Fig. 1: port wiring
Bar = 50 um.
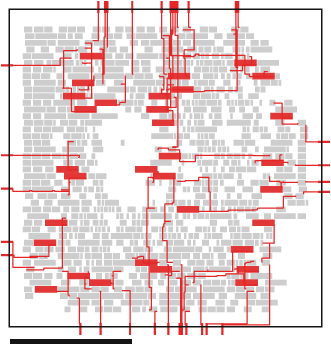
Fig. 2: wiring by layer
Bar = 50 um.
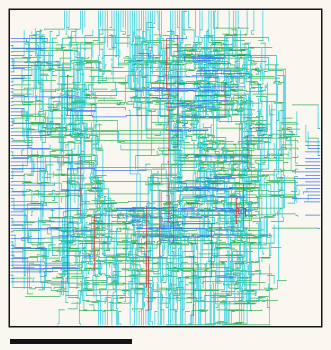
Fig. 3: routing congestion map
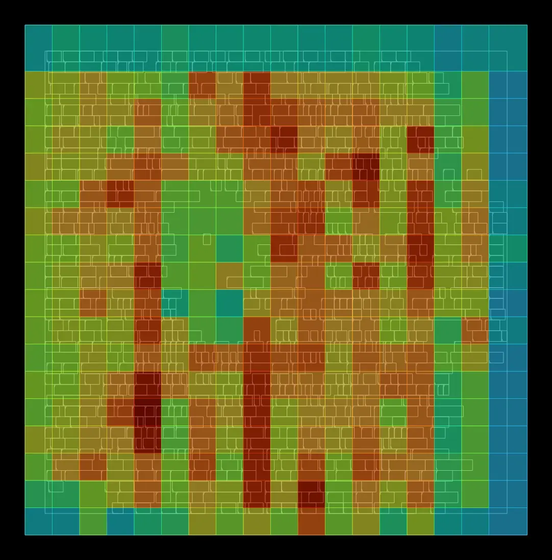
Fig. 4: close-up of the layout
Bar = 5 um. Window x 54 to 74, y 80 to 100 um. Cells in gray, sequential cells in the stronger gray; small squares are vias.
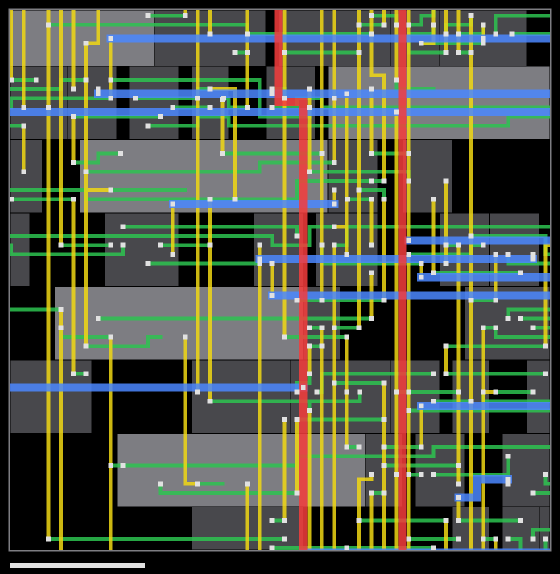
Fig. 5: gate-type map
Bar = 50 um.
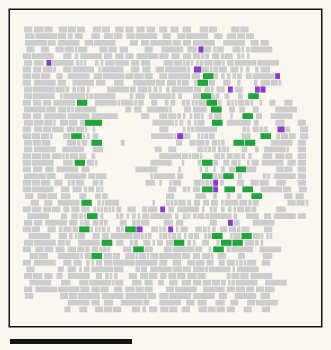
### src/rtl/instr_fetch.sv
//==============================================================================
// Module      : instr_fetch
// Description : Single-issue fetch stage. It holds the PC, fetches one word over
//               a req/ack memory port, presents it to decode with valid/ready,
//               and picks the next PC from the decode outcome (J/JAL, JR, BNE,
//               or PC+4). Optional SYSCALL halt is enabled with the macro
//               IF_SYSCALL_HALT_EN. ADDR_W must be at least 29.
// Revision    : 1.0  initial release
//==============================================================================
`default_nettype none

module instr_fetch #(
    parameter int                ADDR_W   = 32,
    parameter logic [ADDR_W-1:0] RESET_PC = '0
) (
    input  logic              clk,
    input  logic              rst_n,
    output logic              imem_req,
    output logic [ADDR_W-1:0] imem_addr,
    input  logic              imem_ack,
    input  logic [31:0]       imem_rdata,
    output logic [31:0]       instr,
    output logic [5:0]        opcode,
    output logic [5:0]        funct,
    output logic [ADDR_W-1:0] pc_out,
    output logic [ADDR_W-1:0] pc_plus4,
    output logic              instr_valid,
    input  logic              instr_ready,
    input  logic              jump,
    input  logic              jump_sel,
    input  logic              branch,
    input  logic              alu_zero,
    input  logic [ADDR_W-1:0] rs_data,
    output logic              halted
);

    localparam logic [1:0] c_FETCH = 2'd0;
    localparam logic [1:0] c_VALID = 2'd1;
`ifdef IF_SYSCALL_HALT_EN
    localparam logic [1:0] c_HALT  = 2'd2;
`endif

    localparam logic [ADDR_W-1:0] c_ALIGN_MASK  = ~ADDR_W'(3);
    localparam logic [ADDR_W-1:0] c_RESET_PC_AL = RESET_PC & c_ALIGN_MASK;

    logic [1:0]        state_q, state_d;
    logic [ADDR_W-1:0] pc_q, pc_d;
    logic [ADDR_W-1:0] pc_out_q, pc_out_d;
    logic [31:0]       instr_q, instr_d;

    logic [ADDR_W-1:0] w_pc_plus4;
    logic [ADDR_W-1:0] w_j_target;
    logic [ADDR_W-1:0] w_jr_target;
    logic [ADDR_W-1:0] w_br_offset;
    logic [ADDR_W-1:0] w_br_target;
    logic [ADDR_W-1:0] w_next_pc;

    // Redirect targets are all relative to the held instruction, never the fetch PC.
    assign w_pc_plus4  = pc_out_q + ADDR_W'(4);
    assign w_j_target  = {w_pc_plus4[ADDR_W-1:28], instr_q[25:0], 2'b00};
    assign w_jr_target = rs_data & c_ALIGN_MASK;
    assign w_br_offset = {{(ADDR_W-18){instr_q[15]}}, instr_q[15:0], 2'b00};
    assign w_br_target = w_pc_plus4 + w_br_offset;

    always_comb begin
        w_next_pc = w_pc_plus4;
        if (jump && !jump_sel) begin
            w_next_pc = w_j_target;
        end else if (jump) begin
            w_next_pc = w_jr_target;
        end else if (branch && !alu_zero) begin
            w_next_pc = w_br_target;
        end
    end

`ifdef IF_SYSCALL_HALT_EN
    logic w_is_syscall;
    assign w_is_syscall = (instr_q[31:26] == 6'd0) && (instr_q[5:0] == 6'b001100);
`endif

    always_comb begin
        state_d  = state_q;
        pc_d     = pc_q;
        pc_out_d = pc_out_q;
        instr_d  = instr_q;
        case (state_q)
            c_FETCH: begin
                if (imem_ack) begin
                    instr_d  = imem_rdata;
                    pc_out_d = pc_q;
                    state_d  = c_VALID;
                end
            end
            c_VALID: begin
                if (instr_ready) begin
                    pc_d = w_next_pc;
`ifdef IF_SYSCALL_HALT_EN
                    state_d = w_is_syscall ? c_HALT : c_FETCH;
`else
                    state_d = c_FETCH;
`endif
                end
            end
`ifdef IF_SYSCALL_HALT_EN
            c_HALT: begin
                state_d = c_HALT;
            end
`endif
            default: begin
                state_d = c_FETCH;
            end
        endcase
    end

    always_ff @(posedge clk or negedge rst_n) begin
        if (!rst_n) begin
            state_q  <= c_FETCH;
            pc_q     <= c_RESET_PC_AL;
            pc_out_q <= c_RESET_PC_AL;
            instr_q  <= '0;
        end else begin
            state_q  <= state_d;
            pc_q     <= pc_d;
            pc_out_q <= pc_out_d;
            instr_q  <= instr_d;
        end
    end

    // The request is masked while reset is held so a reset mid-fetch drops it at once.
    assign imem_req    = rst_n && (state_q == c_FETCH);
    assign imem_addr   = pc_q;
    assign instr       = instr_q;
    assign opcode      = instr_q[31:26];
    assign funct       = instr_q[5:0];
    assign pc_out      = pc_out_q;
    assign pc_plus4    = w_pc_plus4;
    assign instr_valid = (state_q == c_VALID);

`ifdef IF_SYSCALL_HALT_EN
    assign halted = (state_q == c_HALT);
`else
    assign halted = 1'b0;
`endif

endmodule

`default_nettype wire

### config.mk
export PLATFORM = sky130hd
export DESIGN_NAME = instr_fetch
export DESIGN_NICKNAME = d
export VERILOG_FILES = /design/src/rtl/instr_fetch.sv
export SDC_FILE = /design/constraint.sdc
export NUM_CORES = 1
export LEC_CHECK = 0
export CORE_AREA = 5 5 122 124
export DETAILED_ROUTE_END_ITERATION = 6
export DIE_AREA = 0 0 127 129
export PLACE_DENSITY = 0.85
export SLEW_MARGIN = 15
export SYNTH_ARGS = -nofsm -noshare
export SYNTH_HDL_FRONTEND = slang
export SYNTH_SLANG_ARGS = --single-unit
### constraint.sdc
create_clock -name clk -period 5.45 [get_ports clk]
set_input_delay 0.545 -clock clk [delete_from_list [all_inputs] [get_ports clk]]
set_output_delay 0.545 -clock clk [all_outputs]
set_load 0.02 [all_outputs]
==> run summary <==
flow finished, numbers: status=finished, final reports clean, max-slew violations=0, die height=129 um, sequential cell area share=0.264, Synth area leader=dfrtp_1, first-pass GRT wire length=34,200 um, Layout area overhead=35.3%, met2 WL=10,700 um, H-tree levels=3, Clock Tree Root=clkbuf_16, Simple-Gate Fraction of Synth Area=0.135, TritonCTS clock tree=yes, met1 wire length=8880 um, First-pass DRT Iterations=7, number of nets still failing antenna checks after routing=0, clock sinks=97, CP Launch Point=pc_out[5], hold_ws=0.120 ns, sw frac=0.463, final RePlAce weighted congestion=0.901, Nets=994, Clock Latency Late Sink=0.36 ns, P_seq=1.31 mW, fraction of registers with async set/reset=1.00, flop2flop setup slack=1.29 ns, Post-synth EDFFs=0, final setup fails=0, Worst Path Buf+Inv=0, DRT Wirelength=21,900 um, Slew Limit Headroom=0.385, Crit path largest cell delay=0.48 ns, pre-CTS setup slack=1.43 ns, post-cts resize count=0, xor/xnor share=0.0643, Worst R2R Path Depth=14, hold crit path type=input pin to async pin, via count=6,305, Final clock-cell share=0.0331, CP endpoint kind=flop, Mapped Cells=705, adder share=0.0693, max-cap viol count=0, Core Rows=43, clock skew after layout=0.0110 ns, placement-stage cell area=8880 sq um, most frequent cells in the layout=clkdlybuf4s50_1, dfrtp_1, nand2_1, vias in the first global route=6,254, combinational power share=0.647, met3 routed wirelength=1820 um, Cell Count, Final, Fillers Out=1,070, final core utilization=0.672, Crit path max-delay family=simple AND/OR/NAND/NOR gates, yosys warns=0, comb pwr=3.63 mW, final hold vios=0, switching pwr=2.60 mW, minimum clock period after layout=4.16 ns, core area=13,700 sq um, clk slew on worst S/H paths=0.07 ns, CP max FO=7, Pwr Density=610 nW/um^2, Critical R2R Launch=pc_out[5], global route total overflow=0, mux share=0.148, CTS Hold Bufs=0, most numerous logic cell after layout=clkdlybuf4s50_1, Slowest-stage cell, CP=dfrtp_1, post-layout period usage=0.764, most frequent cell after synthesis=dfrtp_1
## Picture notes: Fig. 1
port	color	direction	edge	end cells	buffers	wire
imem_addr	red	output	12 top, 11 bottom, 5 left, 4 right	32	32	1,610 um

## Picture notes: Fig. 2
layer	color	wire length
M4	red	432 um
M2	cyan	10,700 um
M3	blue	1,820 um
M1	green	8,880 um

## Picture notes: Fig. 3
GRT busiest layer: met2
All-Layer GR Usage: 0.264
routed len/inst: 20.4 um
met2 Use GR: 0.441
GRT met3 Usage: 0.0606

## Picture notes: Fig. 4
layer	color
M3	blue
M2	yellow
M1	green
M4	red
most frequent	dfrtp_1 (5)
cells with their middle in the window	35
netlist names of flops here include	imem_addr (4), instr (1)
sequential cells in the window	5

## Picture notes: Fig. 5
family	color	cells
and/or cells	purple	15
fa/ha/maj cells	green	37

No activity file was given, so power comes from the tool's default toggle rates.
